Figure 1. Metal 3.
The bar under the picture is 20 µm long.
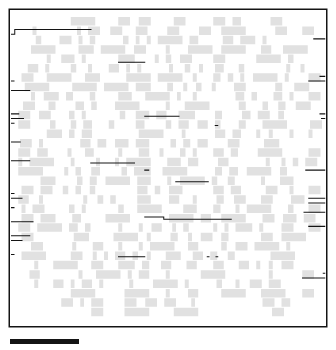
Figure 2. Signal wires on met2.
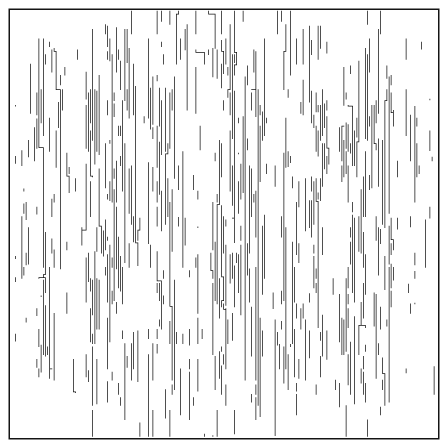
--- config.mk ---
export PLATFORM = sky130hd
export DESIGN_NAME = pm_loader_ctrl
export DESIGN_NICKNAME = d
export VERILOG_FILES = /design/src/rtl/pm_loader_ctrl.sv
export SDC_FILE = /design/constraint.sdc
export NUM_CORES = 1
export LEC_CHECK = 0
export CELL_PAD_IN_SITES_DETAIL_PLACEMENT = 2
export CELL_PAD_IN_SITES_GLOBAL_PLACEMENT = 2
export CORE_UTILIZATION = 33
export DETAILED_ROUTE_END_ITERATION = 10
export PLACE_DENSITY_LB_ADDON = 0.1
export SYNTH_ARGS = -nofsm -noshare
export SYNTH_HDL_FRONTEND = slang
export SYNTH_SLANG_ARGS = --single-unit
--- constraint.sdc ---
create_clock -name clk -period 4.7 [get_ports clk]
set_clock_uncertainty 0.2 [all_clocks]
set_input_delay 0.705 -clock clk [delete_from_list [all_inputs] [get_ports clk]]
set_output_delay 0.705 -clock clk [all_outputs]
set_load 0.01 [all_outputs]
--- src/rtl/pm_loader_ctrl.sv ---
// Boot/load controller for the MPU341: streams a program image into PM
// and holds the MPU in reset until the image is complete.
module pm_loader_ctrl #(
    parameter int ADDR_W        = 8,
    parameter int DATA_W        = 8,
    parameter int RELEASE_DELAY = 4
) (
    input  logic              clk,
    input  logic              sync_reset,
    input  logic              load_start,
    input  logic              load_abort,
    input  logic [ADDR_W:0]   load_len,
    input  logic              in_valid,
    input  logic [DATA_W-1:0] in_data,
    output logic              in_ready,
    output logic              pm_we,
    output logic [ADDR_W-1:0] pm_waddr,
    output logic [DATA_W-1:0] pm_wdata,
    output logic              mpu_reset,
    output logic              busy,
    output logic              done,
    output logic              error,
    output logic [DATA_W-1:0] checksum
);

    localparam int HC_W = (RELEASE_DELAY > 1) ? $clog2(RELEASE_DELAY) : 1;
    localparam logic [ADDR_W:0] LEN_MAX = {1'b1, {ADDR_W{1'b0}}};
    localparam logic [HC_W-1:0] HOLD_LAST = HC_W'(RELEASE_DELAY - 1);

    typedef enum logic [1:0] {
        IDLE,
        LOAD,
        HOLD,
        RUN
    } state_t;

    state_t            state;
    state_t            state_nx;
    logic [ADDR_W:0]   len;
    logic [ADDR_W:0]   count;
    logic [ADDR_W:0]   count_nx;
    logic [HC_W-1:0]   hold_cnt;
    logic              len_ok;
    logic              can_start;
    logic              active;
    logic              start_go;
    logic              acc;
    logic              last_word;
    logic              hold_last;

    assign len_ok    = (load_len != '0) && (load_len <= LEN_MAX);
    assign can_start = (state == IDLE) || (state == RUN);
    assign active    = (state == LOAD) || (state == HOLD);
    assign start_go  = can_start && load_start && len_ok;
    // An abort in the same cycle drops the byte entirely.
    assign acc       = (state == LOAD) && in_valid && !load_abort;
    assign count_nx  = count + 1'b1;
    assign last_word = (count_nx == len);
    assign hold_last = (hold_cnt == HOLD_LAST);

    assign in_ready  = (state == LOAD);
    assign busy      = active;
    // The MPU only runs once a complete image has been released.
    assign mpu_reset = (state != RUN);

    // State register.
    always_ff @(posedge clk) begin
        if (sync_reset) state <= IDLE;
        else            state <= state_nx;
    end

    // Next-state logic; abort wins over completion.
    always_comb begin
        state_nx = state;
        unique case (state)
            IDLE, RUN: begin
                if (start_go) state_nx = LOAD;
            end
            LOAD: begin
                if (load_abort)           state_nx = IDLE;
                else if (acc && last_word) state_nx = HOLD;
            end
            HOLD: begin
                if (load_abort)     state_nx = IDLE;
                else if (hold_last) state_nx = RUN;
            end
        endcase
    end

    // Write port, counters, checksum and status pulses.
    always_ff @(posedge clk) begin
        if (sync_reset) begin
            pm_we    <= 1'b0;
            pm_waddr <= '0;
            pm_wdata <= '0;
            done     <= 1'b0;
            error    <= 1'b0;
            checksum <= '0;
            len      <= '0;
            count    <= '0;
            hold_cnt <= '0;
        end else begin
            pm_we <= acc;
            done  <= (state == HOLD) && !load_abort && hold_last;
            error <= (can_start && load_start && !len_ok) ||
                     (active && load_abort);
            if (state == HOLD) hold_cnt <= hold_cnt + 1'b1;
            else               hold_cnt <= '0;
            if (start_go) begin
                len      <= load_len;
                count    <= '0;
                checksum <= '0;
            end else if (acc) begin
                pm_waddr <= count[ADDR_W-1:0];
                pm_wdata <= in_data;
                checksum <= checksum + in_data;
                count    <= count_nx;
            end
        end
    end

endmodule
==> flow_summary_export.csv <==
group,metric,value,unit
finish,comb_area_share,0.462,
finish,n_all_buffers,55,
pwr,p_int,659,µW
floorplanning,placeableCoreArea,7770,µm²
pwr,power_switching_share,0.317,
yosys,ys.flops,49,
clock_tree,cts_inserted_buffers,5,
yosys,synth_area_leader_cell,"sky130_fd_sc_hd__dfxtp_1",
global_route,groute.usage.overall,0.186,
pwr,power_combinational,261,µW
floorplanning,io_pins,52,
finish,finalNonFillerCells,454,
finish,mostFrequentLayoutCells,"sky130_fd_sc_hd__clkdlybuf4s50_1 (51), sky130_fd_sc_hd__dfxtp_1 (49), sky130_fd_sc_hd__nand2_1 (46)",
yosys,yosys.cell_count.top_type,"sky130_fd_sc_hd__dfxtp_1",
place,port_buffers,51,
worst_hold_path,hold_depth,1,
setup_path,critical_path_peak_fanout,16,
pwr,net-switching-power,305,µW
finish,multi_input_comb_area,1530,µm²
setup_path,cpPeakStageDelay,670,ps
yosys,fp_nets,339,
clock_tree,insertion_delay,310,ps
global_route,grt_first_pass_wirelength,12000,µm
yosys,ys_warn_count,0,
yosys,count_of_flip_flops_with_a_built_in_enable_after_synthesis,0,
yosys,synth-seq-area-share,0.370,
setup_path,r2r_start,"state[1]",
clock_tree,post_cts_hold_buffer_count,0,
detailed_routing,wl_per_cell,15.9,µm
detailed_routing,drt_first_iter_violations,42,
sta,totalNegativeSetupSlack,0,ps
yosys,async_flop_share,0,
setup_path,worstRegToRegCells,7,
global_route,gr-max-usage-layer,"met2",
global_route,antenna_violations_before_repair,0,
detailed_routing,number_of_detailed_routing_iterations_run_before_antenna_repair,3,
pwr,p_clk,249,µW
pwr,seq_power_share,0.471,
sta,achievable-frequency,0.302,GHz
pwr,power.ir.vdd_worst,0.116,mV
worst_hold_path,whs_endpoint,"hold_cnt[0]",
global_route,met1_usage,0.206,
yosys,post_synth_fa_ha_maj_area_fraction,0.0641,
finish,fin_nets,386,
clock_tree,cts_resized,0,
pwr,seq-power,454,µW
global_route,grt_util_met2,0.347,
finish,clock_buffers,8,
pwr,cellLeakagePower,0.00117,µW
yosys,simple_gate_share,0.271,
setup_path,critical_path.cell_chain,"clkdlybuf4s50_1, or4_1, o21ai_1, and4_4, nand2b_1, nand2_1, a21oi_2",
run_status,outcome,"complete, no violations",
setup_path,crit_required,4740,ps
finish,diodes,0,
finish,ff_latch_area,981,µm²
finish,syn_to_final_growth,24.3,%
floorplanning,placementRows,32,
setup_path,critPathKind,"in2reg",
finish,n_all_inverters,12,
place,place_worst_setup_slack,1060,ps
floorplanning,floorplan.die_area,8400,µm²
pwr,power,965,µW
yosys,synthTopLogicFamily,"simple AND/OR/NAND/NOR gates",
setup_path,cp.arrival,3360,ps
yosys,yosys-stat-area,2650,µm²
finish,largestClassByArea,"multi-input combinational cells",
finish,biggestRegsByFlops,"count (9), len (9)",
yosys,topCellsByArea,"sky130_fd_sc_hd__dfxtp_1 (37%), sky130_fd_sc_hd__nand2_1 (6.5%), sky130_fd_sc_hd__ha_1 (5.7%)",
setup_path,cp.depth,7,
pwr,clock_power_share,0.258,
yosys,ff_type,"sky130_fd_sc_hd__dfxtp_1",
yosys,number_of_cells_produced_by_synthesis,304,
floorplanning,die_x,91.7,µm
flow_run,timing.max_cap.violations,0,
sta,period_needed,3310,ps
yosys,top_area_cell_type_share_of_the_netlist_area,0.370,
clock_tree,cts.path.max_buffers,2,
finish,utilization,0.425,
finish,layout_top_cell_excl_fill_tap,"sky130_fd_sc_hd__clkdlybuf4s50_1",
finish,layout.buffer.nonclock.area_share,0.164,
pwr,cellPowerDensity,292,nW/µm²
detailed_routing,detailroute.wirelength.met3,182,µm
Notes on Figure 1 above:
main direction = horizontal
share of all routed wire = 2.5%
wire length on this layer = 182 µm
nets with wire on the layer = 30
GRT met3 Usage: 0.0323
DRT Wirelength: 7220 µm
total number of vias: 2282

Notes on Figure 2 above:
main direction = vertical
wire length on this layer = 3800 µm
longest straight run = 67.7 µm
nets with wire on the layer = 360

Power and IR drop assume default switching activity.
